### config.mk
export PLATFORM = sky130hd
export DESIGN_NAME = ultrasonic_echo_emulator_flat
export DESIGN_NICKNAME = d
export VERILOG_FILES = /design/src/rtl/ultrasonic_echo_emulator_if.sv /design/src/rtl/ultrasonic_echo_emulator.sv /design/src/flat_wrapper.sv
export SDC_FILE = /design/constraint.sdc
export NUM_CORES = 1
export LEC_CHECK = 0
export CORE_MARGIN = 8
export CORE_UTILIZATION = 55
export DETAILED_ROUTE_END_ITERATION = 16
export GPL_ROUTABILITY_DRIVEN = 0
export PLACE_DENSITY = 0.74
export SYNTH_ARGS = -nofsm -noshare
export SYNTH_HDL_FRONTEND = slang
export SYNTH_SLANG_ARGS = --single-unit
### constraint.sdc
create_clock -name clock -period 7.6 [get_ports clock]
set_input_delay 0.76 -clock clock [delete_from_list [all_inputs] [get_ports clock]]
set_output_delay 0.76 -clock clock [all_outputs]
set_load 0.005 [all_outputs]
### src/rtl/ultrasonic_echo_emulator_if.sv
// Signal bundle between a ranging circuit and the ultrasonic echo emulator.
//   trig         : trigger pulse from the ranging circuit (asynchronous to clock)
//   enable       : 1 = emulator answers triggers
//   distance_cm  : emulated distance in cm, 0 = out of range
//   echo         : echo pulse back to the ranging circuit
//   busy         : emulator is in delay, echo or cooldown
//   short_trig   : one-cycle flag, trigger too short
//   ignored_trig : one-cycle flag, trigger rising edge arrived while busy
//   meas_count   : completed echoes, wrapping
// master = ranging-circuit side, slave = emulator side.
interface ultrasonic_echo_emulator_if;
    logic       trig;
    logic       enable;
    logic [5:0] distance_cm;
    logic       echo;
    logic       busy;
    logic       short_trig;
    logic       ignored_trig;
    logic [7:0] meas_count;

    modport master (
        output trig, enable, distance_cm,
        input  echo, busy, short_trig, ignored_trig, meas_count
    );

    modport slave (
        input  trig, enable, distance_cm,
        output echo, busy, short_trig, ignored_trig, meas_count
    );
endinterface

### src/rtl/ultrasonic_echo_emulator.sv
// Sensor-side emulation of an HC-SR04-style ultrasonic ranger. A valid trigger pulse
// (at least MIN_TRIG_CYCLES wide) is answered, DELAY_CYCLES after its falling edge,
// with an echo pulse of distance_cm * CM_CYCLES cycles (TIMEOUT_CYCLES when the
// distance is 0), followed by COOLDOWN_CYCLES of dead time.
// Ports:
//   clock : system clock
//   reset : asynchronous active-low reset
//   bus   : emulator side of ultrasonic_echo_emulator_if (trig/enable/distance_cm in,
//           echo/busy/short_trig/ignored_trig/meas_count out, all outputs registered)
module ultrasonic_echo_emulator #(
    parameter int unsigned CM_CYCLES       = 2900,
    parameter int unsigned MIN_TRIG_CYCLES = 500,
    parameter int unsigned DELAY_CYCLES    = 25000,
    parameter int unsigned TIMEOUT_CYCLES  = 1900000,
    parameter int unsigned COOLDOWN_CYCLES = 500000
) (
    input logic                        clock,
    input logic                        reset,
    ultrasonic_echo_emulator_if.slave  bus
);

    localparam int unsigned CntW = 22;
    typedef logic [CntW-1:0] cnt_t;

    localparam cnt_t MinLen     = cnt_t'(MIN_TRIG_CYCLES);
    localparam cnt_t DelayLast  = cnt_t'(DELAY_CYCLES - 1);
    localparam cnt_t CoolLast   = cnt_t'(COOLDOWN_CYCLES - 1);
    localparam cnt_t TimeoutLen = cnt_t'(TIMEOUT_CYCLES);
    localparam cnt_t CmLen      = cnt_t'(CM_CYCLES);

    typedef enum logic [2:0] {StIdle, StTrig, StDelay, StEcho, StCooldown} state_e;

    state_e     state_q, state_d;
    cnt_t       cnt_q, cnt_d;
    logic [5:0] dist_q, dist_d;
    logic [7:0] meas_q, meas_d;
    logic       echo_q, echo_d;
    logic       busy_q, busy_d;
    logic       short_q, short_d;
    logic       ign_q, ign_d;
    logic       trig_meta_q, trig_s_q, trig_prev_q;

    logic trig_rise, trig_fall;
    cnt_t echo_len;

    assign trig_rise = trig_s_q & ~trig_prev_q;
    assign trig_fall = ~trig_s_q & trig_prev_q;

    // 6-bit distance times CM_CYCLES fits in 22 bits for any distance.
    assign echo_len = (dist_q == 6'd0) ? TimeoutLen : cnt_t'(dist_q) * CmLen;

    always_ff @(posedge clock or negedge reset) begin
        if (!reset) begin
            state_q     <= StIdle;
            cnt_q       <= '0;
            dist_q      <= '0;
            meas_q      <= '0;
            echo_q      <= 1'b0;
            busy_q      <= 1'b0;
            short_q     <= 1'b0;
            ign_q       <= 1'b0;
            trig_meta_q <= 1'b0;
            trig_s_q    <= 1'b0;
            trig_prev_q <= 1'b0;
        end else begin
            state_q     <= state_d;
            cnt_q       <= cnt_d;
            dist_q      <= dist_d;
            meas_q      <= meas_d;
            echo_q      <= echo_d;
            busy_q      <= busy_d;
            short_q     <= short_d;
            ign_q       <= ign_d;
            trig_meta_q <= bus.trig;
            trig_s_q    <= trig_meta_q;
            trig_prev_q <= trig_s_q;
        end
    end

    always_comb begin
        state_d = state_q;
        cnt_d   = cnt_q;
        dist_d  = dist_q;
        meas_d  = meas_q;
        short_d = 1'b0;
        ign_d   = 1'b0;

        unique case (state_q)
            StIdle: begin
                // Edge-triggered: a trig level left high from earlier is never accepted.
                if (trig_rise && bus.enable) begin
                    state_d = StTrig;
                    cnt_d   = '0;
                end
            end
            StTrig: begin
                if (!bus.enable) begin
                    state_d = StIdle;
                end else if (trig_fall) begin
                    if (cnt_q >= MinLen) begin
                        dist_d  = bus.distance_cm;
                        cnt_d   = '0;
                        state_d = StDelay;
                    end else begin
                        short_d = 1'b1;
                        state_d = StIdle;
                    end
                end else if (trig_s_q && (cnt_q != MinLen)) begin
                    cnt_d = cnt_q + cnt_t'(1);
                end
            end
            StDelay: begin
                ign_d = trig_rise;
                if (cnt_q == DelayLast) begin
                    cnt_d   = '0;
                    state_d = StEcho;
                end else begin
                    cnt_d = cnt_q + cnt_t'(1);
                end
            end
            StEcho: begin
                ign_d = trig_rise;
                if (cnt_q == echo_len - cnt_t'(1)) begin
                    cnt_d   = '0;
                    meas_d  = meas_q + 8'd1;
                    state_d = StCooldown;
                end else begin
                    cnt_d = cnt_q + cnt_t'(1);
                end
            end
            StCooldown: begin
                ign_d = trig_rise;
                if (cnt_q == CoolLast) begin
                    cnt_d   = '0;
                    state_d = StIdle;
                end else begin
                    cnt_d = cnt_q + cnt_t'(1);
                end
            end
            default: begin
                state_d = StIdle;
            end
        endcase

        // Decoded from the next state so echo/busy register in step with state_q.
        echo_d = (state_d == StEcho);
        busy_d = (state_d inside {StDelay, StEcho, StCooldown});
    end

    assign bus.echo         = echo_q;
    assign bus.busy         = busy_q;
    assign bus.short_trig   = short_q;
    assign bus.ignored_trig = ign_q;
    assign bus.meas_count   = meas_q;

endmodule

### src/flat_wrapper.sv
// flat-port wrapper written by rule: the top's interface ports become plain ports
module ultrasonic_echo_emulator_flat 
#(
    parameter int unsigned CM_CYCLES       = 2900,
    parameter int unsigned MIN_TRIG_CYCLES = 500,
    parameter int unsigned DELAY_CYCLES    = 25000,
    parameter int unsigned TIMEOUT_CYCLES  = 1900000,
    parameter int unsigned COOLDOWN_CYCLES = 500000
)
  (clock, reset, bus_trig, bus_enable, bus_distance_cm, bus_echo, bus_busy, bus_short_trig, bus_ignored_trig, bus_meas_count);
  ultrasonic_echo_emulator_if bus_i ();
  input logic clock;
  input logic reset;
  input wire logic [$bits(bus_i.trig)-1:0] bus_trig;
  input wire logic [$bits(bus_i.enable)-1:0] bus_enable;
  input wire logic [$bits(bus_i.distance_cm)-1:0] bus_distance_cm;
  output wire logic [$bits(bus_i.echo)-1:0] bus_echo;
  output wire logic [$bits(bus_i.busy)-1:0] bus_busy;
  output wire logic [$bits(bus_i.short_trig)-1:0] bus_short_trig;
  output wire logic [$bits(bus_i.ignored_trig)-1:0] bus_ignored_trig;
  output wire logic [$bits(bus_i.meas_count)-1:0] bus_meas_count;
  assign bus_i.trig = bus_trig;
  assign bus_i.enable = bus_enable;
  assign bus_i.distance_cm = bus_distance_cm;
  assign bus_echo = bus_i.echo;
  assign bus_busy = bus_i.busy;
  assign bus_short_trig = bus_i.short_trig;
  assign bus_ignored_trig = bus_i.ignored_trig;
  assign bus_meas_count = bus_i.meas_count;
  ultrasonic_echo_emulator #(.CM_CYCLES(CM_CYCLES), .MIN_TRIG_CYCLES(MIN_TRIG_CYCLES), .DELAY_CYCLES(DELAY_CYCLES), .TIMEOUT_CYCLES(TIMEOUT_CYCLES), .COOLDOWN_CYCLES(COOLDOWN_CYCLES)) u_core (.clock(clock), .reset(reset), .bus(bus_i));
endmodule
==> images/layers.png <==
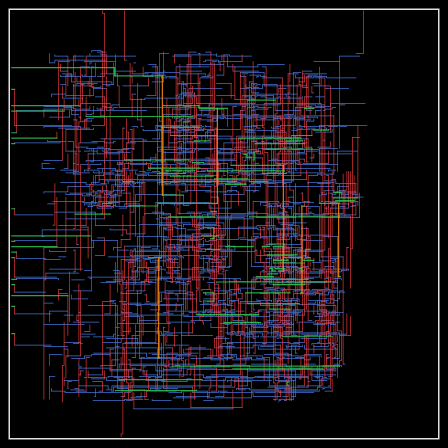
Key: red = M2 [wire length 5170 microns]; orange = M4 [wire length 148 microns]; blue = M1 [wire length 5320 microns]; green = M3 [wire length 801 microns]

==> images/class_map.png <==
Bar = 20 microns.
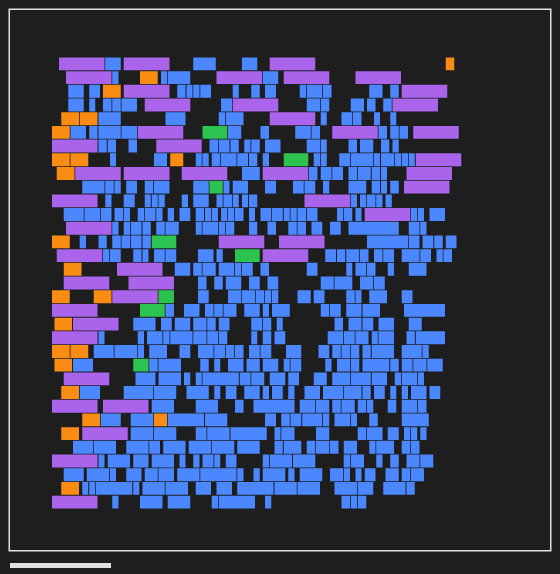
Key: purple = registers [cells 46, share of their area 24%]; blue = remaining logic cells [cells 476, share of their area 69%]; orange = remaining buffers and delay cells [cells 23, share of their area 4.6%]; green = clock drivers and dummy loads [cells 8, share of their area 2.0%]

==> qor.yml <==
synthesis:
  synthDistinctLibCells: 76
  ys_seq_share_pct: 25.1
  yosys-top-cells-area: "dfrtp_1 25%, ha_1 10%, nand2_1 4.8%"
  synthAoiAreaFrac_pct: 20.6
  synthCells: 548
  synthXorXnorAreaFrac_pct: 6.44
  synthesis.area_sq_um: 4580
  top_logic_kind: "simple AND/OR/NAND/NOR gates"
  ys_async_sr_fraction_pct: 100
  synth-seq-cells: 46
  synthMuxAreaShare_pct: 1.97
  ff_type: "dfrtp_1"
  ys_sh_adder_pct: 13.4
  syn_nets: 603
clock_network:
  path_clk_slew_ns: 0.10
  cts_made_buffers: 5
  post_cts_buffers: 0
  clk_latency_ns: 0.31
  clock-sinks: 46
  postCtsResizedCells: 0
  cts_tree: "done"
  cts-root-buf: "clkbuf_8"
  cts_buffer_depth: 2
  h-tree-depth: 2
grt:
  grt-busiest-layer: "met2"
  grt_use_total_pct: 20.5
  use_met3_pct: 3.17
  grt_max_degree: 47
  grt_use_met1_pct: 28.8
  antenna_found_initial: 0
  grt_overflow_total: 0
  grt_pass1_vias: 3998
  grt_pass1_wl_microns: 19700
worst_setup_path:
  max_stage_delay_ns: 0.61
  r2r_end: "u_core.cnt_q[3]$_DFFE_PN0P_"
  endpoint: "u_core.cnt_q[3]$_DFFE_PN0P_"
  crit_type: "reg2reg"
  r2r_cells: 16
  start_kind: "flip-flop"
  crit_slowest_cell: "fa_1"
  r2r_setup_slack_ns: 1.71
  startpoint: "u_core.dist_q[0]$_DFFE_PN0P_"
  r2r_start: "u_core.dist_q[0]$_DFFE_PN0P_"
  cp-end-kind: "flip-flop"
  worst-path-stages: 16
  critPathRequiredTime_ns: 7.81
  path_buffers: 1
  worstPathCellList: "ha_1 > ha_1 > fa_1 > inv_1 > fa_1 > nand2b_1 > nor4_1 > o221ai_1 > a21oi_1 > nor4b_2 > xnor3_1 > or4_1 > a2111oi_4 > o21a_1 > o21ai_1 > a22o_1"
power:
  ir_worst_vdd_mv: 0.101
  seqPwrFrac_pct: 59.1
  pwr-share-clk_pct: 38.2
  power.leakage_nw: 2.27
  p_switching_mw: 0.0992
  top_power_group: "registers"
  p_comb_mw: 0.0112
  swShare_pct: 23.8
  finalPower_mw: 0.416
  p_comb_share_pct: 2.7
  pg_clk_mw: 0.159
  internal_power_mw: 0.317
floorplan:
  die-area_sq_um: 11500
  die_w_microns: 107
  core_sq_um: 8130
  row_count: 33
  initial_core_util_pct: 56.3
  boundaryPins: 22
  die_y_microns: 107
  taps: 105
cells_and_area:
  seq_area_sq_um: 1150
  logic_gate_count: 443
  nClkBuffers: 5
  mostFrequentLayoutCells: "58 x nand2_1, 46 x dfrtp_1, 38 x ha_1, 33 x inv_1, 31 x nand3_1"
  clock_area_share_pct: 1.91
  post-route-util_pct: 60.4
  layout_top_cell: "nand2_1"
  seq_cell_count: 46
  comb_share_pct: 65.0
  fin_nets: 607
  largest_reg_flops: 22
  seq_share_pct: 23.4
  diodes: 0
  top_area_cell_class: "multi-input combinational cells"
  inverters: 33
  top_register: "u_core.cnt_q"
  syn_to_final_growth_pct: 7.24
  final.fill_count: 707
  comb_area_sq_um: 3190
  post_route_cells_drive_above_1_share_pct: 6.51
  final_area_sq_um: 4910
  layout.cells.non_filler: 658
route:
  wl_met2_microns: 5170
  drc: 0
  wl_per_cell_microns: 17.4
  vias: 4257
  top_layer_used: "met4"
  ant_nets: 0
  vias_per_cell: 6.47
  finalWirelength_microns: 11400
timing:
  slew_headroom_pct: 31.6
  whs_ns: 0.362
  fin_skew_ns: 0.0165
  fin_setup_tns_ns: 0
  fmax_mhz: 170
  slew_violations: 0
  timing.final.crit_share_pct: 77.5
  tightest_slew_ns: 1.03
  setup_violations: 0
  finalCriticalPeriod_ns: 5.89
  finalHoldViolations: 0
  timing.final.ws_setup_ns: 1.71
placed_design:
  dp_slack_ns: 1.76
  hpwl_microns: 8710
  port_buffers: 21
  placed_cell_area_sq_um: 4820
  dp_cells: 650
hold_path:
  min_path_type: "reg2reg"
  min_to: "u_core.trig_s_q$_DFF_PN0_"
  hold_depth: 0
  hold_start: "u_core.trig_meta_q$_DFF_PN0_"
job:
  drv_cap: 0
  tool_warnings: 32
status:
  status: "finished, final reports clean"
==> images/floorplan.png <==
Bar = 20 microns. Pins as bars on the die edge.
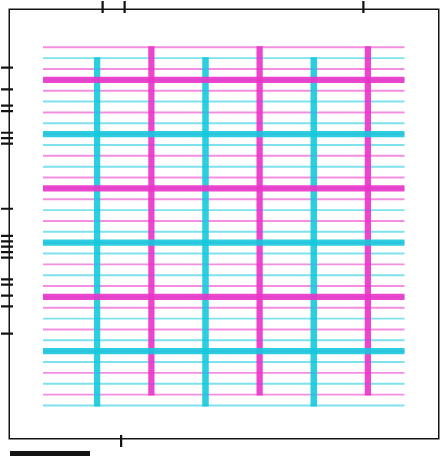
Key: cyan = VSS; magenta = VDD
22 signal pins sit on the boundary. 34 met1 rails follow the rows. 6 straps on met5.

[cells by family after synthesis]
group / count (synthesis)
simple gates: 228
flops: 46
fa+ha+maj: 45
buf+inv: 59
xor+xnor: 29
mux: 8
compound gates: 133
[cell usage after synthesis, types with 4 or more instances]
master,instances
a31oi_1,5
nor2b_1,5
o31ai_1,8
nand2b_1,8
dfrtp_1,46
a21o_1,7
xor2_1,15
clkbuf_1,16
inv_1,33
ha_1,38
mux2_2,8
nand2_1,58
a21oi_1,30
and3_1,10
nand4_1,14
and2_1,8
o21ai_0,16
and4_1,4
o211ai_1,8
nor4_1,9
buf_2,6
o21a_1,4
a211oi_1,4
or4_1,5
or3_1,5
nor3_1,17
nand3_1,31
o21ai_1,10
a311o_1,4
nor2_1,30
xnor2_1,11
fa_1,7
Power is estimated from default activity; no workload was simulated.
